`config.mk`:
```
export PLATFORM = sky130hd
export DESIGN_NAME = float_signed_to_log_pipe_flat
export DESIGN_NICKNAME = d
export VERILOG_FILES = /design/src/rtl/float_signed_to_log_pipe_if.sv /design/src/rtl/float_signed_to_log_pipe.sv /design/src/flat_wrapper.sv
export SDC_FILE = /design/constraint.sdc
export NUM_CORES = 1
export LEC_CHECK = 0
export CAP_MARGIN = 20
export CORE_ASPECT_RATIO = 0.9
export CORE_MARGIN = 3
export CORE_UTILIZATION = 45
export DETAILED_ROUTE_END_ITERATION = 10
export PLACE_DENSITY = 0.7
export SETUP_SLACK_MARGIN = 0.1
export SKIP_LAST_GASP = 1
export SLEW_MARGIN = 20
export SYNTH_ARGS = -nofsm -noshare
export SYNTH_HDL_FRONTEND = slang
export SYNTH_SLANG_ARGS = --single-unit
```
`constraint.sdc`:
```
create_clock -name clock_i -period 14.7 [get_ports clock_i]
set_input_delay 2.94 -clock clock_i [delete_from_list [all_inputs] [get_ports clock_i]]
set_output_delay 2.94 -clock clock_i [all_outputs]
set_load 0.03 [all_outputs]
```
`src/rtl/float_signed_to_log_pipe_if.sv`:
```
`default_nettype none
// ============================================================================
// float_signed_to_log_pipe_if : valid/ready bus for the float-to-log converter
// Revision: 1.0
// ============================================================================
interface float_signed_to_log_pipe_if #(
   parameter int LANES   = 4,
   parameter int EXP_IN  = 10,
   parameter int FRAC_IN = 10,
   parameter int M       = 3,
   parameter int F       = 4
);
   localparam int c_in_w  = LANES * (3 + EXP_IN + FRAC_IN);
   localparam int c_out_w = LANES * (3 + M + F);

   logic               in_valid;
   logic               in_ready;
   logic [c_in_w-1:0]  in_data;
   logic               sat_max;
   logic               out_valid;
   logic               out_ready;
   logic [c_out_w-1:0] out_data;
   logic [LANES-1:0]   out_ovf;
   logic [LANES-1:0]   out_unf;

   modport master (
      output in_valid, in_data, sat_max, out_ready,
      input  in_ready, out_valid, out_data, out_ovf, out_unf
   );

   modport slave (
      input  in_valid, in_data, sat_max, out_ready,
      output in_ready, out_valid, out_data, out_ovf, out_unf
   );
endinterface
`default_nettype wire

```
`src/rtl/float_signed_to_log_pipe.sv`:
```
`default_nettype none
// ============================================================================
// float_signed_to_log_pipe : 2-stage multi-lane signed float -> log converter
// Optional statistics counters: define FLOAT_TO_LOG_STATS_EN
// Revision: 1.0
// ============================================================================
module float_signed_to_log_pipe #(
   parameter int LANES       = 4,
   parameter int EXP_IN      = 10,
   parameter int FRAC_IN     = 10,
   parameter int M           = 3,
   parameter int F           = 4,
   parameter bit SAT_DEFAULT = 1'b1
) (
   input  logic        clock_i,
   input  logic        reset_i,
`ifdef FLOAT_TO_LOG_STATS_EN
   input  logic        stat_clear_i,
   output logic [31:0] stat_ovf_cnt_o,
   output logic [31:0] stat_unf_cnt_o,
`endif
   float_signed_to_log_pipe_if.slave bus_io
);
   localparam int c_in_lw  = 3 + EXP_IN + FRAC_IN;
   localparam int c_out_lw = 3 + M + F;
   localparam int c_w      = ((EXP_IN > M) ? EXP_IN : M) + 1;
   localparam int c_n_thr  = 2 ** F;
   localparam int c_thr_w  = FRAC_IN + 2;
   localparam logic signed [c_w-1:0] c_e_max = c_w'((2 ** (M - 1)) - 1);
   localparam logic signed [c_w-1:0] c_e_min = c_w'(-(2 ** (M - 1)));

   logic               adv;
   logic               s1_valid_q;
   logic               sat_max_q;
   logic               out_valid_q;
   logic [c_thr_w-1:0] thr [c_n_thr];
   logic [LANES-1:0]   ovf_all;
   logic [LANES-1:0]   unf_all;

   assign adv              = !out_valid_q || bus_io.out_ready;
   assign bus_io.in_ready  = adv;
   assign bus_io.out_valid = out_valid_q;
   assign bus_io.out_ovf   = ovf_all;
   assign bus_io.out_unf   = unf_all;

   // Mantissa threshold for each log-fraction step: m >= thr[k] means
   // log2(m/2^FRAC_IN)*2^F rounds above k. Midpoints are irrational, so no ties.
   for (genvar k = 0; k < c_n_thr; k++) begin : g_thr
      localparam real c_t = (2.0 ** FRAC_IN) * (2.0 ** ((real'(k) + 0.5) / (2.0 ** F)));
      assign thr[k] = c_thr_w'($rtoi(c_t) + 1);
   end

   always_ff @(posedge clock_i) begin
      if (reset_i) begin
         s1_valid_q  <= 1'b0;
         sat_max_q   <= SAT_DEFAULT;
         out_valid_q <= 1'b0;
      end else if (adv) begin
         s1_valid_q  <= bus_io.in_valid;
         sat_max_q   <= bus_io.sat_max;
         out_valid_q <= s1_valid_q;
      end
   end

   for (genvar l = 0; l < LANES; l++) begin : g_lane
      logic [c_in_lw-1:0]        lane;
      logic [FRAC_IN:0]          mant;
      logic signed [EXP_IN-1:0]  exp_in;
      logic [F:0]                lval;
      logic signed [c_w-1:0]     e_d;
      logic                      s1_inf_q, s1_zero_q, s1_sign_q;
      logic signed [c_w-1:0]     s1_exp_q;
      logic [F-1:0]              s1_frac_q;
      logic                      ovf_rng, unf_rng;
      logic [c_out_lw-1:0]       out_lane_d, out_lane_q;
      logic                      ovf_d, unf_d, ovf_q, unf_q;

      assign lane   = bus_io.in_data[l*c_in_lw +: c_in_lw];
      assign mant   = {1'b1, lane[FRAC_IN-1:0]};
      assign exp_in = lane[FRAC_IN +: EXP_IN];

      always_comb begin
         lval = '0;
         for (int k = 0; k < c_n_thr; k++) begin
            if ({1'b0, mant} >= thr[k]) lval = lval + (F+1)'(1);
         end
      end

      // lval tops out at 2^F, so its MSB is exactly the exponent carry.
      assign e_d = $signed({{(c_w-EXP_IN){exp_in[EXP_IN-1]}}, exp_in})
                 + $signed({{(c_w-1){1'b0}}, lval[F]});

      always_ff @(posedge clock_i) begin
         if (reset_i) begin
            s1_inf_q  <= 1'b0;
            s1_zero_q <= 1'b0;
            s1_sign_q <= 1'b0;
            s1_exp_q  <= '0;
            s1_frac_q <= '0;
         end else if (adv) begin
            s1_inf_q  <= lane[c_in_lw-1];
            s1_zero_q <= lane[c_in_lw-2];
            s1_sign_q <= lane[c_in_lw-3];
            s1_exp_q  <= e_d;
            s1_frac_q <= lval[F-1:0];
         end
      end

      assign ovf_rng = s1_exp_q > c_e_max;
      assign unf_rng = s1_exp_q < c_e_min;

      always_comb begin
         out_lane_d = '0;
         ovf_d      = ovf_rng;
         unf_d      = unf_rng;
         if (s1_inf_q) begin
            out_lane_d[c_out_lw-1] = 1'b1;
            ovf_d = 1'b0;
            unf_d = 1'b0;
         end else if (s1_zero_q) begin
            out_lane_d[c_out_lw-2] = 1'b1;
            ovf_d = 1'b0;
            unf_d = 1'b0;
         end else if (unf_rng) begin
            out_lane_d[c_out_lw-2] = 1'b1;
         end else if (ovf_rng && !sat_max_q) begin
            out_lane_d[c_out_lw-1] = 1'b1;
         end else if (ovf_rng) begin
            out_lane_d = {2'b00, s1_sign_q, c_e_max[M-1:0], {F{1'b1}}};
         end else begin
            out_lane_d = {2'b00, s1_sign_q, s1_exp_q[M-1:0], s1_frac_q};
         end
      end

      always_ff @(posedge clock_i) begin
         if (reset_i) begin
            out_lane_q <= '0;
            ovf_q      <= 1'b0;
            unf_q      <= 1'b0;
         end else if (adv) begin
            out_lane_q <= out_lane_d;
            ovf_q      <= ovf_d;
            unf_q      <= unf_d;
         end
      end

      assign bus_io.out_data[l*c_out_lw +: c_out_lw] = out_lane_q;
      assign ovf_all[l] = ovf_q;
      assign unf_all[l] = unf_q;
   end

`ifdef FLOAT_TO_LOG_STATS_EN
   localparam int c_pop_w = $clog2(LANES + 1);

   logic [c_pop_w-1:0] ovf_pop, unf_pop;
   logic [32:0]        ovf_sum, unf_sum;
   logic [31:0]        ovf_cnt_q, unf_cnt_q;

   always_comb begin
      ovf_pop = '0;
      unf_pop = '0;
      for (int l = 0; l < LANES; l++) begin
         ovf_pop = ovf_pop + c_pop_w'(ovf_all[l]);
         unf_pop = unf_pop + c_pop_w'(unf_all[l]);
      end
      ovf_sum = {1'b0, ovf_cnt_q} + 33'(ovf_pop);
      unf_sum = {1'b0, unf_cnt_q} + 33'(unf_pop);
   end

   always_ff @(posedge clock_i) begin
      if (reset_i || stat_clear_i) begin
         ovf_cnt_q <= '0;
         unf_cnt_q <= '0;
      end else if (out_valid_q && bus_io.out_ready) begin
         ovf_cnt_q <= ovf_sum[32] ? '1 : ovf_sum[31:0];
         unf_cnt_q <= unf_sum[32] ? '1 : unf_sum[31:0];
      end
   end

   assign stat_ovf_cnt_o = ovf_cnt_q;
   assign stat_unf_cnt_o = unf_cnt_q;
`else
   // Statistics counters are not built in this configuration.
`endif
endmodule
`default_nettype wire

```
`src/flat_wrapper.sv`:
```
// flat-port wrapper written by rule: the top's interface ports become plain ports
module float_signed_to_log_pipe_flat 
#(
   parameter int LANES       = 4,
   parameter int EXP_IN      = 10,
   parameter int FRAC_IN     = 10,
   parameter int M           = 3,
   parameter int F           = 4,
   parameter bit SAT_DEFAULT = 1'b1
)
  (clock_i, reset_i, bus_io_in_valid, bus_io_in_data, bus_io_sat_max, bus_io_out_ready, bus_io_in_ready, bus_io_out_valid, bus_io_out_data, bus_io_out_ovf, bus_io_out_unf);
  float_signed_to_log_pipe_if #(.LANES(LANES), .EXP_IN(EXP_IN), .FRAC_IN(FRAC_IN), .M(M), .F(F)) bus_io_i ();
  input  logic clock_i;
  input  logic reset_i;
  input wire logic [$bits(bus_io_i.in_valid)-1:0] bus_io_in_valid;
  input wire logic [$bits(bus_io_i.in_data)-1:0] bus_io_in_data;
  input wire logic [$bits(bus_io_i.sat_max)-1:0] bus_io_sat_max;
  input wire logic [$bits(bus_io_i.out_ready)-1:0] bus_io_out_ready;
  output wire logic [$bits(bus_io_i.in_ready)-1:0] bus_io_in_ready;
  output wire logic [$bits(bus_io_i.out_valid)-1:0] bus_io_out_valid;
  output wire logic [$bits(bus_io_i.out_data)-1:0] bus_io_out_data;
  output wire logic [$bits(bus_io_i.out_ovf)-1:0] bus_io_out_ovf;
  output wire logic [$bits(bus_io_i.out_unf)-1:0] bus_io_out_unf;
  assign bus_io_i.in_valid = bus_io_in_valid;
  assign bus_io_i.in_data = bus_io_in_data;
  assign bus_io_i.sat_max = bus_io_sat_max;
  assign bus_io_i.out_ready = bus_io_out_ready;
  assign bus_io_in_ready = bus_io_i.in_ready;
  assign bus_io_out_valid = bus_io_i.out_valid;
  assign bus_io_out_data = bus_io_i.out_data;
  assign bus_io_out_ovf = bus_io_i.out_ovf;
  assign bus_io_out_unf = bus_io_i.out_unf;
  float_signed_to_log_pipe #(.LANES(LANES), .EXP_IN(EXP_IN), .FRAC_IN(FRAC_IN), .M(M), .F(F), .SAT_DEFAULT(SAT_DEFAULT)) u_core (.clock_i(clock_i), .reset_i(reset_i), .bus_io(bus_io_i));
endmodule
```
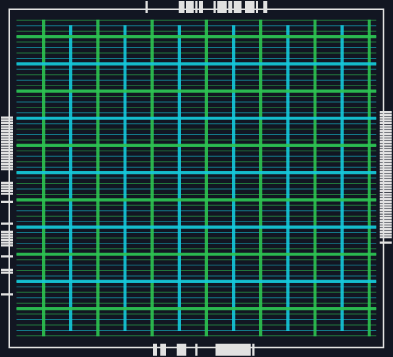
**Above:** PDN straps and rails.
Drawn at 2 px/um. Pins as bars on the die edge.
Key: green = VSS; cyan = VDD
13 straps on met4. 147 signal pins sit on the boundary. The core has 58 rows.

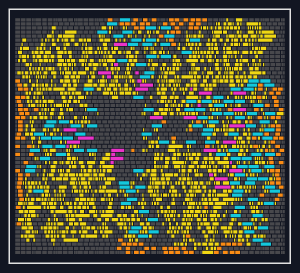
**Above:** cells colored by class.
Drawn at 1.5 px/um. Fill, decap, tap and diode cells in gray.
Key: magenta = clock drivers and dummy loads [cells 31, share of their area 4.0%]; cyan = registers [cells 123, share of their area 17%]; orange = remaining buffers and delay cells [cells 151, share of their area 10%]; yellow = remaining logic cells [cells 1567, share of their area 69%]

==> flow_metrics.tcl <==
# flow metrics
set metrics [dict create \
    drive_gt1_frac 0.0550 \
    post_cts_buffers 0 \
    firstDrtPassIters 7 \
    power.density_nw_per_um2 134 \
    arrival_ns 14.06 \
    layout.cells.non_filler 2262 \
    drt_iter0_drc 759 \
    grt_pass1_wl_mm 57.6 \
    worst_pin_slew_ns 1.01 \
    fin_util 0.543 \
    coreArea_um2 28400 \
    edf_count 0 \
    fin_hold_ws_ns 0.446 \
    ios 147 \
    ys_cells 1773 \
    slew_headroom 0.324 \
    setup_ws_ns 0.955 \
    tritoncts "done" \
    dp_slack_ns 0.540 \
    cp-endpoint "u_core.g_lane[3].s1_exp_q[7]" \
    insertion_delay_ns 0.43 \
    top_area_frac 0.187 \
    largest_register_ffs 44 \
    die_w_um 186 \
    critPathLaunchType "primary input" \
    cpMostUsedCell "ha_1" \
    synthToLayoutAreaGrowth_pct 16.8 \
    die_area_um2 31400 \
    dpl-instance-area_um2 14800 \
    yosysChipArea_um2 13200 \
    antenna_found_initial 0 \
    clock_skew_ns 0.0154 \
    path_depth 47 \
    fmax_mhz 72.8 \
    ir_drop_mv 0.0861 \
    via_per_inst 5.74 \
    stdcell_area_um2 15400 \
    rsz0062_at_grt "no" \
    power.leakage_nw 5.88 \
    nets 2026 \
    avgSynthCellArea_um2 7.43 \
    synthTopCellsByCount "nand2_1, nor2_1, a21oi_1" \
    die_y_um 168 \
    ys.flop_type "dfxtp_1" \
    reg2reg_setup_slack_ns 12.29 \
    dp_hpwl_mm 26.7 \
    cts_buffer_depth 2 \
    reg2reg_depth 7 \
    yosysMostFrequentCell "nand2_1" \
    min_to "u_core.g_lane[1].s1_exp_q[0]" \
    first_global_vias 12100 \
    n_antenna_cell 0 \
    period_used_share 0.935 \
    slowest_delay_ns 0.69 \
    timing.rr.end "u_core.g_lane[1].out_lane_q[7]" \
    drc 0 \
    grt_usage 0.213 \
    clk_pin_slew_ns 0.06 \
    crit_family "AND-OR/OR-AND gates" \
    crit_start "bus_io_in_data[78]" \
    reg_top3 "u_core.g_lane.s1_exp_q x44, u_core.g_lane.out_lane_q x40, u_core.g_lane.s1_frac_q x16" \
    cts_root_buffer "clkbuf_16" \
    ys_seq_share 0.187 \
    worstReg2RegStart "u_core.bus_io.out_valid" \
    synth_cell_types 100 \
    setup_tns_ns 0 \
    synth_cells 1773 \
    place_congestion 0.907 \
    drt-wirelength-per-cell_um 15.3 \
    cts_resized 0 \
    critPathCaptureType "flip-flop" \
    fp_util 0.465 \
    regMostFlops "u_core.g_lane.s1_exp_q" \
    row_count 58 \
    hold_start "u_core.g_lane[1].s1_exp_q[0]" \
    placedCellCount 2231 \
    port_buffers 146 \
    power.total_mw 2.07 \
    ys_ff 123 \
    async_flop_share 0 \
    status "complete, no violations" \
    vias 13000 \
    floorplan.nets 1939 \
    cts.htree.levels 4 \
    wl_mm 34.6 \
    postRouteAntennaNets 0 \
    clkSinkCount 123 \
    warning_count 31 \
    yosys.area.top_type "dfxtp_1" \
    finalCriticalPeriod_ns 13.74 \
    cp.buffers_inverters 4 \
    grt_start_max_net_pins 97 \
    crit_fanout 19 \
    maxCapViolCount 0 \
    hold_buffers 0 \
    cp_slowest_cell "clkdlybuf4s50_1" \
    holdCritPathClass "flip-flop to flip-flop" \
    worst-setup-path-type "primary input to flip-flop" \
    crit_required_ns 15.01 \
    holdPathStages 2 \
    setup-violations-final 0 \
    gr-total-overflow 0 \
    ys.warnings.count 0 \
    hold_viol_final 0 \
    cts_inserted_buffers 17 \
    netlist_area_um2 13200 \
    topCellsByArea "dfxtp_1, xnor2_1, ha_1, nand2_1, nor2_1" \
    nFillCells 2701 \
    drv_slew 0 \
]
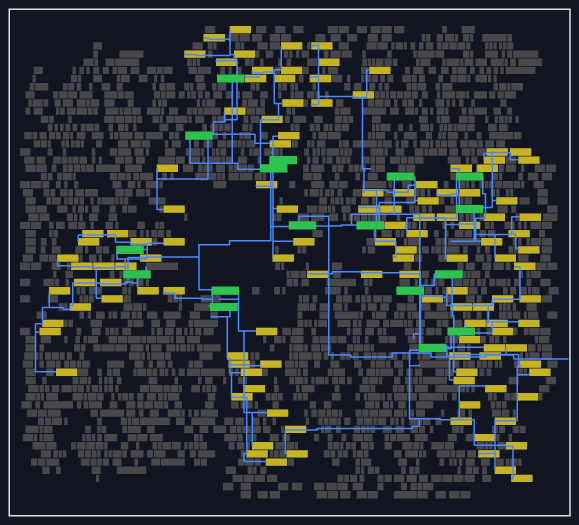
**Above:** clock network drawn from the DEF.
Drawn at 3 px/um.
Key: green = clock-net drivers [count 17]; blue = clock wires [length 2010 um]; yellow = flip-flops [count 123]
Position of the flops: spread over the die. There are 18 routed clock nets.

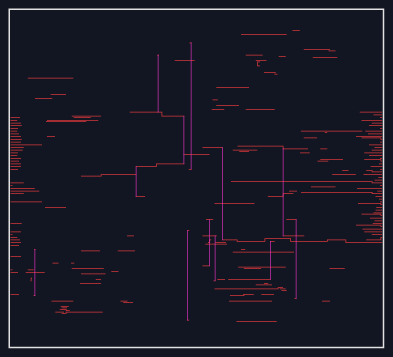
**Above:** metal layers overlaid.
Drawn at 2 px/um. Two of the layers only.
Key: magenta = M4 [wire length 392 um]; red = M3 [wire length 1600 um]

## tightest hold or removal path: stages, from the launching register on
cell	delay, ns
dfxtp_1	0.30
nand2_1	0.05
a21oi_1	0.05
## metal layers
metal	track usage	vias to the layer above	routed length (um)
li1	-	6625	-
met1	0.289	6035	16700
met2	0.362	288	15900
met3	0.0312	27	1600
met4	0.0450	0	392
met5	0	-	0
## cell usage in the layout (no fill, tap or decap), types with 32 or more instances in the layout
cell	synthesis	final
inv_1	45	45
clkdlybuf4s50_1	0	145
nor2_1	188	188
a211oi_1	56	56
dfxtp_1	123	123
o21ai_0	119	119
nand2_1	207	207
nand4_1	32	32
nand3_1	66	66
xor2_1	64	64
xnor2_1	119	119
a21oi_1	138	138
ha_1	69	69
nor3_1	40	40
## cell type report
cell class / instances / area (um^2) / area share
repair buffers: 151 / 1500 / 0.0972
clock buffers: 18 / 429 / 0.0279
flip-flops and latches: 123 / 2460 / 0.160
multi-input cells: 1517 / 10200 / 0.660
inverters: 50 / 190 / 0.0124
clock inverters: 13 / 166 / 0.0108
well taps: 390 / 488 / 0.0317
## logic make-up (layout without fill, tap and decap cells)
logic type,Yosys count,count (layout),share of synthesized area
AOI/OAI and AO/OA,495,495,0.245
xor gates and xnor gates,216,216,0.174
adders and majority gates,70,70,0.0663
buffers and inverters,133,232,0.0434
DFF,123,123,0.187
muxes,39,39,0.0316
and+or+nand+nor,697,697,0.253
## power breakdown
| part | switching, mW | leakage (nW) | total, mW | internal [mW] |
|---|---|---|---|---|
| clock | 0.167 | 0.284 | 0.435 | 0.267 |
| sequential | 0.0269 | 1.02 | 0.407 | 0.380 |
| combinational | 0.676 | 4.58 | 1.23 | 0.552 |
| total | 0.870 | 5.88 | 2.07 | 1.20 |
Power and IR drop assume default switching activity.
